==> images/port_trees.png <==
(1.5 px per um)
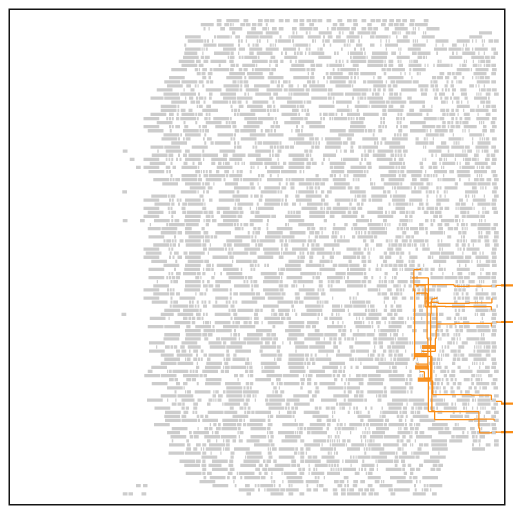
==> images/route_heat.png <==
(1 px per um) The die is cut into 33 by 33 equal tiles; dark blue is low, red is high, scaled to the fullest tile. Values are wire area over tile area, all layers added.
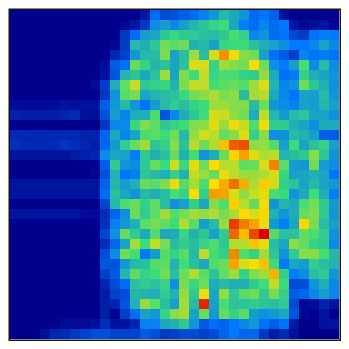
==> images/ff_map.png <==
(1.5 px per um) Other sequential cells in the stronger gray, the rest of the logic in the fainter gray.
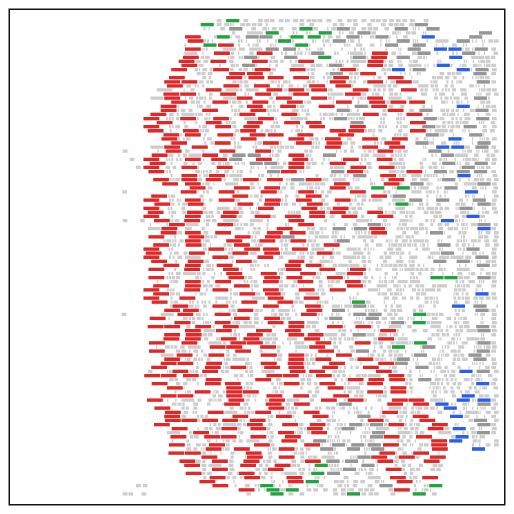
==> images/layers.png <==
(1 px per um) Two of the layers only.
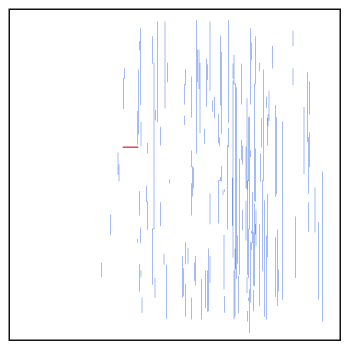
File: config.mk
export PLATFORM = sky130hd
export DESIGN_NAME = decode_stage_hz
export DESIGN_NICKNAME = d
export VERILOG_FILES = /design/src/rtl/simplerisc_pkg.sv /design/src/rtl/decode_regfile.sv /design/src/rtl/decode_stage_hz.sv
export SDC_FILE = /design/constraint.sdc
export NUM_CORES = 1
export LEC_CHECK = 0
export CAP_MARGIN = 10
export CORE_MARGIN = 3
export CORE_UTILIZATION = 34
export CTS_CLUSTER_SIZE = 28
export DETAILED_ROUTE_END_ITERATION = 8
export PLACE_DENSITY_LB_ADDON = 0.3
export RECOVER_POWER = 50
export SYNTH_ARGS = -nofsm -noshare
export SYNTH_HDL_FRONTEND = slang
export SYNTH_SLANG_ARGS = --single-unit
File: constraint.sdc
create_clock -name clk -period 4.7 [get_ports clk]
set_input_delay 0.47 -clock clk [delete_from_list [all_inputs] [get_ports clk]]
set_output_delay 0.47 -clock clk [all_outputs]
set_load 0.005 [all_outputs]
File: src/rtl/simplerisc_pkg.sv
// rtl/simplerisc_pkg.sv - SimpleRISC opcodes, ALU codes, immediate modifiers, ctrl bit indices
// and the combinational control decode.
package simplerisc_pkg;

  typedef enum logic [4:0] {
    OP_ADD  = 5'b00000, OP_SUB  = 5'b00001, OP_MUL  = 5'b00010, OP_DIV = 5'b00011,
    OP_MOD  = 5'b00100, OP_CMP  = 5'b00101, OP_AND  = 5'b00110, OP_OR  = 5'b00111,
    OP_NOT  = 5'b01000, OP_MOV  = 5'b01001, OP_LSL  = 5'b01010, OP_LSR = 5'b01011,
    OP_ASR  = 5'b01100, OP_NOP  = 5'b01101, OP_LD   = 5'b01110, OP_ST  = 5'b01111,
    OP_BEQ  = 5'b10000, OP_BGT  = 5'b10001, OP_B    = 5'b10010, OP_CALL = 5'b10011,
    OP_RET  = 5'b10100
  } opcode_e;

  localparam logic [4:0] ALU_ADD  = 5'd0;
  localparam logic [4:0] ALU_NONE = 5'd31;

  localparam logic [1:0] IMM_SEXT = 2'b00;
  localparam logic [1:0] IMM_ZEXT = 2'b01;
  localparam logic [1:0] IMM_HIGH = 2'b10;

  localparam int CTRL_CALL = 0;
  localparam int CTRL_LD   = 1;
  localparam int CTRL_UBR  = 2;
  localparam int CTRL_BGT  = 3;
  localparam int CTRL_BEQ  = 4;
  localparam int CTRL_IMM  = 5;
  localparam int CTRL_WB   = 6;
  localparam int CTRL_ST   = 7;
  localparam int CTRL_RET  = 8;

  localparam int RA_DEFAULT = 15;

  typedef struct packed {
    logic [8:0] ctrl;
    logic [4:0] alu;
    logic       uses_b;
  } dec_t;

  // Bit 26 is part of the branch offset for branch formats, so isImm only applies to ALU/ld/st.
  function automatic dec_t decode_ctrl(input opcode_e op, input logic i_bit);
    dec_t d;
    logic alu_op;
    logic mem_op;
    alu_op = (op <= OP_ASR);
    mem_op = (op == OP_LD) || (op == OP_ST);
    d.ctrl = '0;
    d.ctrl[CTRL_CALL] = (op == OP_CALL);
    d.ctrl[CTRL_LD]   = (op == OP_LD);
    d.ctrl[CTRL_UBR]  = (op == OP_B) || (op == OP_CALL) || (op == OP_RET);
    d.ctrl[CTRL_BGT]  = (op == OP_BGT);
    d.ctrl[CTRL_BEQ]  = (op == OP_BEQ);
    d.ctrl[CTRL_IMM]  = i_bit && (alu_op || mem_op);
    d.ctrl[CTRL_WB]   = (alu_op && (op != OP_CMP)) || (op == OP_LD) || (op == OP_CALL);
    d.ctrl[CTRL_ST]   = (op == OP_ST);
    d.ctrl[CTRL_RET]  = (op == OP_RET);
    d.alu    = alu_op ? op : (mem_op ? ALU_ADD : ALU_NONE);
    d.uses_b = (op == OP_ST) || (alu_op && !i_bit);
    return d;
  endfunction

endpackage

File: src/rtl/decode_regfile.sv
// rtl/decode_regfile.sv - 2R1W register file with write-through bypass; contents are not reset.
module decode_regfile #(
  parameter int XLEN  = 32,
  parameter int NREGS = 16,
  localparam int RAW  = $clog2(NREGS)
) (
  input  logic            clk,
  input  logic            we,
  input  logic [RAW-1:0]  waddr,
  input  logic [XLEN-1:0] wdata,
  input  logic [RAW-1:0]  raddr_a,
  output logic [XLEN-1:0] rdata_a,
  input  logic [RAW-1:0]  raddr_b,
  output logic [XLEN-1:0] rdata_b
);

  logic [XLEN-1:0] regs_q [NREGS];

  always_ff @(posedge clk) begin
    if (we) regs_q[waddr] <= wdata;
  end

  assign rdata_a = (we && (waddr == raddr_a)) ? wdata : regs_q[raddr_a];
  assign rdata_b = (we && (waddr == raddr_b)) ? wdata : regs_q[raddr_b];

endmodule

File: src/rtl/decode_stage_hz.sv
// rtl/decode_stage_hz.sv - SimpleRISC decode stage: D->E register, handshake, flush, load-use interlock.
// DECODE_PERF_CNT_EN adds saturating stall_cnt/flush_cnt outputs.
module decode_stage_hz
  import simplerisc_pkg::*;
#(
  parameter int XLEN   = 32,
  parameter int NREGS  = 16,
  parameter int RA_IDX = RA_DEFAULT,
  localparam int RAW   = $clog2(NREGS)
) (
  input  logic            clk,
  input  logic            rst_n,
  input  logic            in_valid,
  output logic            in_ready,
  input  logic [XLEN-1:0] pc_in,
  input  logic [31:0]     instr_in,
  input  logic            flush,
  input  logic            wb_en,
  input  logic [RAW-1:0]  wb_addr,
  input  logic [XLEN-1:0] wb_data,
  output logic            out_valid,
  input  logic            out_ready,
  output logic [XLEN-1:0] pc_e,
  output logic [XLEN-1:0] branch_target_e,
  output logic [XLEN-1:0] op_a_e,
  output logic [XLEN-1:0] op_b_e,
  output logic [XLEN-1:0] op2_e,
  output logic [31:0]     instr_e,
  output logic [8:0]      ctrl_e,
  output logic [4:0]      alu_e,
  output logic [RAW-1:0]  rs1_e,
  output logic [RAW-1:0]  rs2_e,
  output logic [RAW-1:0]  rd_e
`ifdef DECODE_PERF_CNT_EN
  ,
  output logic [31:0]     stall_cnt,
  output logic [31:0]     flush_cnt
`endif
);

  opcode_e         opcode;
  dec_t            dec;
  logic [RAW-1:0]  f_rd, f_rs1, f_rs2, addr_a, addr_b;
  logic [XLEN-1:0] rdata_a, rdata_b, immx, br_target;
  logic            advance, hazard, xfer;

  logic            out_valid_d, out_valid_q;
  logic [XLEN-1:0] pc_d, pc_q, bt_d, bt_q, op_a_d, op_a_q, op_b_d, op_b_q, op2_d, op2_q;
  logic [31:0]     instr_d, instr_q;
  logic [8:0]      ctrl_d, ctrl_q;
  logic [4:0]      alu_d, alu_q;
  logic [RAW-1:0]  rs1_d, rs1_q, rs2_d, rs2_q, rd_d, rd_q;

  always_comb begin
    opcode = opcode_e'(instr_in[31:27]);
    dec    = decode_ctrl(opcode, instr_in[26]);
    f_rd   = RAW'(instr_in[25:22]);
    f_rs1  = RAW'(instr_in[21:18]);
    f_rs2  = RAW'(instr_in[17:14]);
    addr_a = dec.ctrl[CTRL_RET] ? RAW'(RA_IDX) : f_rs1;
    addr_b = dec.ctrl[CTRL_ST] ? f_rd : f_rs2;
    case (instr_in[17:16])
      IMM_ZEXT: immx = XLEN'(instr_in[15:0]);
      IMM_HIGH: immx = XLEN'({instr_in[15:0], 16'h0000});
      default:  immx = XLEN'($signed(instr_in[15:0]));
    endcase
    br_target = pc_in + XLEN'($signed({instr_in[26:0], 2'b00}));
  end

  decode_regfile #(.XLEN(XLEN), .NREGS(NREGS)) u_regfile (
    .clk     (clk),
    .we      (wb_en),
    .waddr   (wb_addr),
    .wdata   (wb_data),
    .raddr_a (addr_a),
    .rdata_a (rdata_a),
    .raddr_b (addr_b),
    .rdata_b (rdata_b)
  );

  // A load in E whose destination feeds this instruction forces one bubble.
  assign hazard   = out_valid_q && ctrl_q[CTRL_LD] && (opcode != OP_NOP) &&
                    ((addr_a == rd_q) || (dec.uses_b && (addr_b == rd_q)));
  assign advance  = !out_valid_q || out_ready;
  assign in_ready = advance && !hazard && !flush;
  assign xfer     = in_valid && in_ready;

  always_comb begin
    out_valid_d = out_valid_q;
    pc_d    = pc_q;    bt_d    = bt_q;    op_a_d = op_a_q; op_b_d = op_b_q;
    op2_d   = op2_q;   instr_d = instr_q; ctrl_d = ctrl_q; alu_d  = alu_q;
    rs1_d   = rs1_q;   rs2_d   = rs2_q;   rd_d   = rd_q;
    if (flush) begin
      out_valid_d = 1'b0;
    end else if (advance) begin
      out_valid_d = xfer;
      if (xfer) begin
        pc_d    = pc_in;
        bt_d    = br_target;
        op_a_d  = rdata_a;
        op_b_d  = dec.ctrl[CTRL_IMM] ? immx : rdata_b;
        op2_d   = rdata_b;
        instr_d = instr_in;
        ctrl_d  = dec.ctrl;
        alu_d   = dec.alu;
        rs1_d   = f_rs1;
        rs2_d   = f_rs2;
        rd_d    = f_rd;
      end
    end
  end

  always_ff @(posedge clk or negedge rst_n) begin
    if (!rst_n) begin
      out_valid_q <= 1'b0;
      pc_q    <= '0; bt_q    <= '0; op_a_q <= '0; op_b_q <= '0;
      op2_q   <= '0; instr_q <= '0; ctrl_q <= '0; alu_q  <= '0;
      rs1_q   <= '0; rs2_q   <= '0; rd_q   <= '0;
    end else begin
      out_valid_q <= out_valid_d;
      pc_q    <= pc_d;    bt_q    <= bt_d;    op_a_q <= op_a_d; op_b_q <= op_b_d;
      op2_q   <= op2_d;   instr_q <= instr_d; ctrl_q <= ctrl_d; alu_q  <= alu_d;
      rs1_q   <= rs1_d;   rs2_q   <= rs2_d;   rd_q   <= rd_d;
    end
  end

  assign out_valid       = out_valid_q;
  assign pc_e            = pc_q;
  assign branch_target_e = bt_q;
  assign op_a_e          = op_a_q;
  assign op_b_e          = op_b_q;
  assign op2_e           = op2_q;
  assign instr_e         = instr_q;
  assign ctrl_e          = ctrl_q;
  assign alu_e           = alu_q;
  assign rs1_e           = rs1_q;
  assign rs2_e           = rs2_q;
  assign rd_e            = rd_q;

`ifdef DECODE_PERF_CNT_EN
  logic [31:0] stall_cnt_d, stall_cnt_q, flush_cnt_d, flush_cnt_q;

  always_comb begin
    stall_cnt_d = stall_cnt_q + (((in_valid && hazard) && (stall_cnt_q != '1)) ? 32'd1 : 32'd0);
    flush_cnt_d = flush_cnt_q + ((flush && (flush_cnt_q != '1)) ? 32'd1 : 32'd0);
  end

  always_ff @(posedge clk or negedge rst_n) begin
    if (!rst_n) begin
      stall_cnt_q <= '0;
      flush_cnt_q <= '0;
    end else begin
      stall_cnt_q <= stall_cnt_d;
      flush_cnt_q <= flush_cnt_d;
    end
  end

  assign stall_cnt = stall_cnt_q;
  assign flush_cnt = flush_cnt_q;
`endif

endmodule

==> run notes <==
run metrics: Mapped Cells 3181, max FFs per register 512, ys flop type edfxtp_1, tally of OpenROAD warnings 30, ys cells 3181, met1 usage 32.4%, outcome finished, violations left, Post-synth seq share 57.7%, Data required, critical path 4.23 ns, Int Pwr 11800 uW, yosys aoi share 17.6%, Hold Vio Cnt, Final 0, clock-net power 5910 uW, CTS Buf Count 74, worst path arrival time 3.39 ns, Clk pwr share 36.4%, clk sinks 717, mapped cell area 35600 um^2, Logic Gate Count 2137, Layout Nets 3564, Worst R2R End ctrl_e[5]$_DFFE_PN0P_, P_seq 7510 uW, clk slew on worst S/H paths 0.06 ns, met3 wire length 13900 um, TritonCTS clock tree done, fin cells 4864, Slew HR -114%, worst r2r src instr_e[25]$_DFFE_PN0P_, # Max-Cap Violations 2, clk_buf instances 100, final WL 137000 um, XOR Share, Synth 0.887%, setup violators final 0, cell accounting for the most synthesized area edfxtp_1, metal2 WL 61300 um, Max Slew Vio Count 138, RD Place Congestion 0.921, Setup Skew 0.0241 ns, depth of the worst register-to-register path 7, post-CTS setup buffer count 0, global-route usage over all layers 24.4%, syn_nets 3319, Max Used Layer met5, fillers 9708, met2 Resource Use GR 38.3%, H-tree level count 3, num ports 326, failing checks capacitance limit, slew limit, Hold WC Path Type in -> reg
Back to the opening pictures, port_trees.png:
- orange: rd_e (direction output; end cells 4; buffers 4; wire 744 um)

Back to the opening pictures, route_heat.png:
- emptiest ninth of the die: north-west
- mean over tiles: 0.22
- fullest tile: 0.70
- tiles over half the peak: 24%
- nearly empty tiles: 23%

Back to the opening pictures, ff_map.png:
- green: op_a_e (flops 32)
- red: u_regfile.regs_q (flops 512)
- blue: branch_target_e (flops 30; where a column on the right)

Back to the opening pictures, layers.png:
- blue: M4 (wire length 6810 um)
- red: M5 (wire length 13.8 um)

Power and IR drop assume default switching activity.
